Design tile_pick_input, sky130hd; sources not shown.
Figure 1. Congestion heat map (run 1).
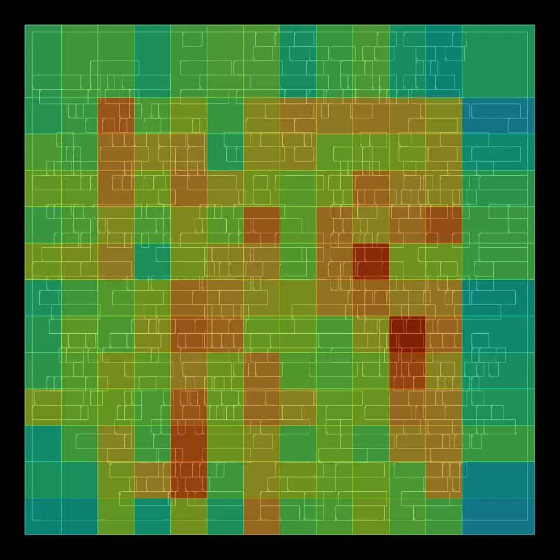
M3 GR Usage: 4.538%
M1 GR Usage: 24.37%
GR Util met2: 29.28%

Figure 2. Logic cells by family (run 1).
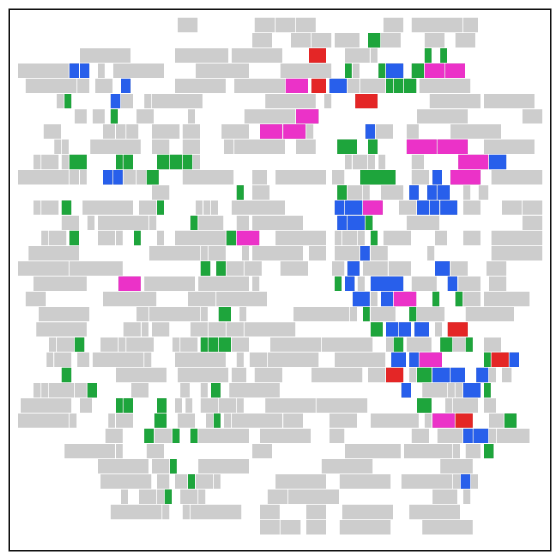
mux cells -> magenta  # cells 16
aoi and oai cells -> blue  # cells 43
nand cells -> green  # cells 67, where widely spread
non-inverting ao/oa cells -> red  # cells 7
Comb/total area: 44.90%
post-route insts no fill: 549
most numerous logic cell after layout: dfrtp_1

Figure 3. Register map, names as in the netlist (run 1).
Bar = 20 um. Other sequential cells in the stronger gray, the rest of the logic in the fainter gray.
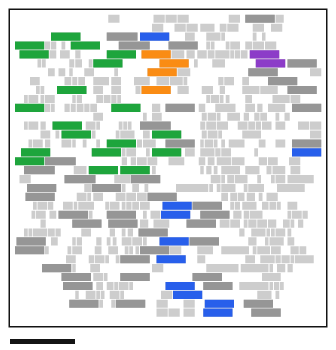
state_q -> purple  # placed flops 2
sw_s1_q -> blue  # placed flops 10
pick_second -> orange  # placed flops 4, where north
u_key_sel1.cnt_q -> green  # placed flops 19
not colored = 44
Util after Layout: 55.32%
FF/Latch Area: 1984 um2
fraction of area in registers: 41.33%

==> results.cfg, run 1 <==
; flow metrics
[clock_tree]
cts_setup_buffers = 0
htree_levels = 3
clk_pin_slew_ns = 0.09
numCtsBuffers = 9
clock.latency.late_pin_ns = 0.35

[sta]
rsz0062_at_grt = false
drv_slew = 0
fmax_ghz = 0.1562
finalClockPeriodUsage_pct = 90.20
totalNegativeSetupSlack_ns = 0
finalSetupViolCount = 0
max_slew_margin_pct = 36.18
post-route-min-period_ns = 6.404

[pwr]
max-vdd-ir-drop_uv = 105.5
netSwitchingPower_mw = 0.3616
switching_share_pct = 32.80
leakagePower_nw = 2.075
combPwrFrac_pct = 27.4
p_seq_share_pct = 44.0
internal_power_mw = 0.7409
total_power_mw = 1.103
powerDensity_nw_per_um2 = 229.7
clkPwrFrac_pct = 28.6

[routing]
routed_wl_um = 7451
detail-route-antenna-nets = 0
dr.pass1.iters = 4
drc_errors = 0
vias = 2902
drt_iter0_markers = 106

[global_route]
antenna_found_initial = 0
grt_max_degree = 80
grt_pass1_wl_um = 12900
grt_util_all_layers_pct = 18.36
grt_pass1_vias = 2760
busiest_layer = met2

[floorplanning]
fp_util_pct = 49.42
die_w_um = 96.53
die_y_um = 96.53
chip_area_um2 = 9318

[worst_hold_path]
hold_depth = 0
min_path_type = reg2reg

[cells_and_area]
syn2layout_area_growth_pct = 11.93
lay_top_cells = 73 x dfrtp_1, 57 x nor2_1, 30 x nand2_1
final_layout_size_suffix_gt1_share_pct = 12.02
nets = 466
diodes = 0

[synthesis]
netlist_instances = 411
yosys_area_um2 = 4289
ys_ff = 79
ys.flop_type = dfrtp_1
synth_area_um2 = 4289
syn_nets = 441
synthArstFlopShare_pct = 100.0
ys_seq_share_pct = 46.27
yosysWarnings = 0
yosys_cells = 411

[job]
cap_violations = 0
warnings = 29

[setup_path]
cp_slowest_cell = dfrtp_1
crit_path_max_incr_delay_ns = 0.37
worst_setup_path_end_kind = register
crit_top_cell = ha_1
cp-start-kind = register
worstPathRequired_ns = 7.29
r2r_setup_slack_ns = 0.70
cp_max_fo = 5
crit_type = reg2reg

[status]
status = finished clean

[placement]
pre_cts_ws_ns = 0.6000
hpwl_um = 5369
postPlaceCellArea_um2 = 4607
run 1: worst max-delay path, delay by kind of cell, from the launching register on:
kind	cells	cell delay [ns]
muxes	4	1.21
and+or+nand+nor	3	0.54
adders and majority gates	8	2.36
xor gates and xnor gates	1	0.31
DFF	1	0.37
AOI/OAI and AO/OA	7	1.18
buffers and inverters	4	0.26
run 1: metrics by stage:
stage	instances	utilization (%)
2_1_floorplan	411	-
3_3_place_gp	533	53.09
3_5_place_dp	533	53.09
4_1_cts	549	55.28
5_1_grt	549	55.32
6_report	549	55.32
run 1: layout make-up:
| type | count | area (um2) | area share [%] |
|---|---|---|---|
| well taps | 108 | 135.1 | 2.815 |
| multi-input cells | 300 | 2156 | 44.90 |
| inverters | 20 | 77.57 | 1.616 |
| clock inverters | 7 | 66.31 | 1.381 |
| clock buffers | 9 | 123.9 | 2.580 |
| flip-flops and latches | 79 | 1984 | 41.33 |
| repair buffers | 26 | 257.7 | 5.369 |
run 1: synthesized netlist by cell type (2+ instances only):
cell type | number | area [um2]
mux2_1 | 4 | 45.04
mux2_2 | 5 | 56.30
dfstp_2 | 6 | 157.7
ha_1 | 14 | 175.2
and3_1 | 7 | 43.79
nand4_1 | 8 | 50.05
nor2b_1 | 4 | 25.02
and3b_1 | 2 | 17.52
o21ai_0 | 10 | 50.05
o21bai_1 | 2 | 15.01
buf_6 | 2 | 22.52
or3_1 | 4 | 25.02
o22ai_1 | 3 | 18.77
nand3b_1 | 2 | 15.01
nand2b_1 | 3 | 18.77
xnor3_2 | 3 | 71.32
xor2_1 | 22 | 192.7
and2_1 | 2 | 12.51
o32ai_1 | 2 | 17.52
nor3b_1 | 6 | 45.04
nor2_1 | 57 | 214.0
mux2i_1 | 3 | 30.03
clkbuf_1 | 6 | 22.52
or2_2 | 2 | 12.51
mux2_4 | 4 | 60.06
a311oi_1 | 2 | 17.52
nor4b_1 | 5 | 43.79
xnor2_4 | 2 | 55.05
a21oi_1 | 12 | 60.06
xnor2_1 | 20 | 175.2
inv_1 | 19 | 71.32
a211oi_1 | 2 | 15.01
a31oi_1 | 4 | 25.02
dfrtp_1 | 73 | 1827
nor3_1 | 6 | 30.03
nand2_1 | 30 | 112.6
a22o_1 | 2 | 17.52
nand3_1 | 20 | 100.1
run 1: per-layer routing:
layer / vias up / wire length [um]
met3: 10 / 161
li1: 1471 / -
met1: 1397 / 3581
met4: 0 / 117
met2: 24 / 3590
met5: - / 0
run 1: repair_timing:
| action | CTS | global route |
|---|---|---|
| hold buffers | 0 | 0 |
| endpoints found under the setup margin | 0 | 2 |
| gates resized | 0 | 1 |
run 1: power groups by stage:
stage | sequential (mW) | clock, mW | combinational (mW)
after floorplan | 0.492 | 0 | 0.237
after global placement | 0.493 | 0 | 0.294
after detailed placement | 0.493 | 0 | 0.299
after CTS | 0.485 | 0.330 | 0.301
after global routing | 0.488 | 0.347 | 0.341
final | 0.485 | 0.316 | 0.302
run 1: logic make-up (layout without fill, tap and decap cells):
family          count (synthesis)  after routing  synth area share [%]
simple gates                  169            169                 20.27
flops                          79             79                 46.27
xor+xnor                       51             51                 13.39
compound gates                 50             50                 7.964
buf+inv                        32             62                 3.559
mux                            16             16                 4.463
fa+ha+maj                      14             14                 4.084
## Run 2: what changed since run 1
--- a/config.mk
+++ b/config.mk
@@ -7,10 +7,11 @@
 export LEC_CHECK = 0
 export ABC_AREA = 0
 export CAP_MARGIN = 20
-export CORE_UTILIZATION = 48
+export CORE_UTILIZATION = 55
 export DETAILED_ROUTE_END_ITERATION = 16
 export PLACE_DENSITY_LB_ADDON = 0.08
 export SETUP_SLACK_MARGIN = 0.1
+export SLEW_MARGIN = 5
 export SYNTH_ARGS = -nofsm -noshare
 export SYNTH_HDL_FRONTEND = slang
 export SYNTH_SLANG_ARGS = --single-unit
Figure 4. Register map, names as in the netlist (run 2).
Bar = 20 um. Other sequential cells in the stronger gray, the rest of the logic in the fainter gray.
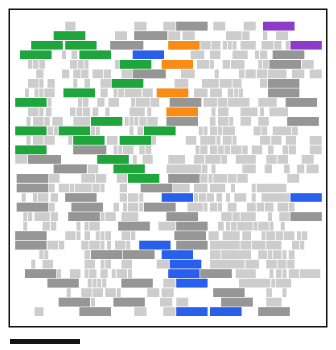
sw_s1_q -> blue  # placed flops 10
pick_second -> orange  # placed flops 4, where north
state_q -> purple  # placed flops 2
u_key_sel1.cnt_q -> green  # placed flops 19
P_seq: 0.485 mW
fraction of area in registers: 41.50%
Util after Layout: 64.55%

Figure 5. Logic cells by family (run 2).
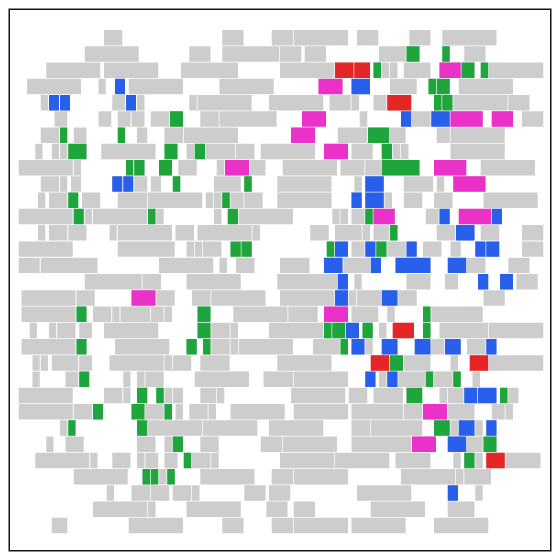
Comb/total area: 45.08%
post-route insts no fill: 540

==> run 2 against run 1 <==
Against the previous run: non-clock buffer count is the same; register-to-register slack is essentially flat; synthesized cell count is the same; maximum frequency is essentially flat; cell count shrank 1.6%; combinational power is essentially flat; first-iteration DRC count shrank 3.8%; area after synthesis is the same; worst setup slack gained 0.0021 ns; flip-flop count is the same; design area shrank 0.39%; core utilization grew 9.2 points.
==> results.cfg, run 2 <==
; flow metrics
[status]
status = finished clean

[setup_path]
cp-start-kind = register
crit_top_cell = ha_1
cp_max_fo = 5
cp_slowest_cell = dfrtp_1
crit_type = reg2reg
crit_cells = 28
crit_family = adder cells
crit_path_max_incr_delay_ns = 0.38
worstPathRequired_ns = 7.28
r2r_setup_slack_ns = 0.70

[global_route]
busiest_layer = met2
grt_pass1_vias = 2904
grt_pass1_wl_um = 13140
grt_util_all_layers_pct = 20.13
grt_max_degree = 80
antenna_found_initial = 0

[routing]
dr.pass1.iters = 4
routed_wl_um = 7346
detail-route-antenna-nets = 0
vias = 2988
drc_errors = 0

[pwr]
total_power_mw = 1.095
p_seq_share_pct = 44.2
switching_share_pct = 31.65
netSwitchingPower_mw = 0.3466
powerDensity_nw_per_um2 = 229.0
combPwrFrac_pct = 27.6
leakagePower_nw = 2.074

[cells_and_area]
regArea_um2 = 1984
lay_top_count = dfrtp_1
diodes = 0
logic_area_um2 = 2156
lay_top_cells = 73 x dfrtp_1, 57 x nor2_1, 30 x nand2_1

[sta]
fmax_ghz = 0.1562
finalSetupViolCount = 0
finalClockPeriodUsage_pct = 90.17
totalNegativeSetupSlack_ns = 0
max_slew_margin_pct = 35.82
drv_slew = 0
post-route-min-period_ns = 6.402
rsz0062_at_grt = false

[synthesis]
synth_top_cell_by_area = dfrtp_1
yosys_cells = 411
yosysWarnings = 0
synth_area_um2 = 4289
ys_ff = 79
netlist_top_cells_area = dfrtp_1 43%, nor2_1 5.0%, xor2_1 4.5%
ys.flop_type = dfrtp_1
syn_nets = 441
synth.most_common_cell = dfrtp_1
top_cells_by_count = 73 x dfrtp_1, 57 x nor2_1, 30 x nand2_1, 22 x xor2_1
ys_seq_share_pct = 46.27
top_area_share_pct = 42.59

[floorplanning]
die_y_um = 90.31
die_w_um = 90.31
chip_area_um2 = 8156

[clock_tree]
clock.latency.late_pin_ns = 0.34
clk_pin_slew_ns = 0.08
htree_levels = 3

[placement]
postPlaceCellArea_um2 = 4596
hpwl_um = 5257

[worst_hold_path]
min_path_type = reg2reg
hold_depth = 0
Figure 6. Sizing map (run 2).
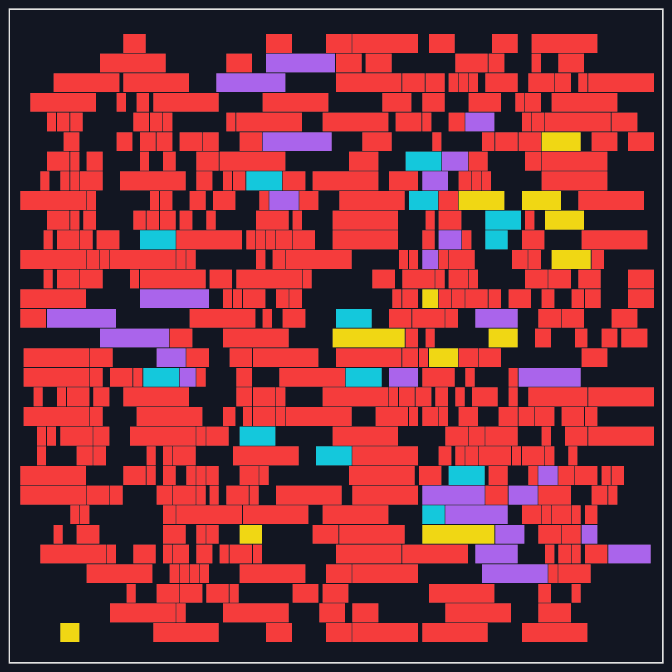
x2 -> purple  # cells 26, share 5.9%
x1 and smaller -> red  # cells 390, share 88%
x6 and larger -> cyan  # cells 13, share 2.9%
x3 and x4 -> yellow  # cells 12, share 2.7%
Worst Slack Setup Final: 0.6981 ns
Synth-to-Final Area Change: 11.49%

-- run 2: cell counts after synthesis --
Identical to the previous run, type by type.
-- run 2: timing repair --
action,4_1_cts,5_1_grt
hold buffers,0,0
gates resized,0,1
buffers inserted,0,0
setup endpoints to repair,0,4
-- run 2: cell families after synthesis --
logic type / synth area share, %
AOI/OAI and AO/OA: 7.964
xor gates and xnor gates: 13.39
adders and majority gates: 4.084
buffers and inverters: 3.559
DFF: 46.27
muxes: 4.463
and+or+nand+nor: 20.27
-- run 2: per-layer routing --
metal / up-vias / share of wire (%)
met5: - / 0
met4: 0 / 1.4
met3: 10 / 3.1
met2: 42 / 50
met1: 1463 / 46
li1: 1473 / -
-- run 2: layout make-up --
class,instances,area share [%]
clock buffers,12,3.035
clock inverters,4,0.7849
inverters,20,1.622
multi-input cells,300,45.08
flip-flops and latches,79,41.50
well taps,99,2.590
repair buffers,26,5.390
-- run 2: through the flow --
step	worst slack [ns]	cells
final	0.6981	540
after detailed placement	0.6203	524
after global placement	0.8532	524
after floorplan	1.100	411
after global routing	0.1797	540
after CTS	0.6016	540
-- run 2: power by group through the flow --
stage | registers [mW] | logic [mW] | clock network [mW]
final | 0.485 | 0.303 | 0.308
after global routing | 0.487 | 0.345 | 0.335
after CTS | 0.484 | 0.301 | 0.323
after detailed placement | 0.493 | 0.299 | 0
after global placement | 0.493 | 0.291 | 0
after floorplan | 0.492 | 0.237 | 0
Power and IR drop assume default switching activity.
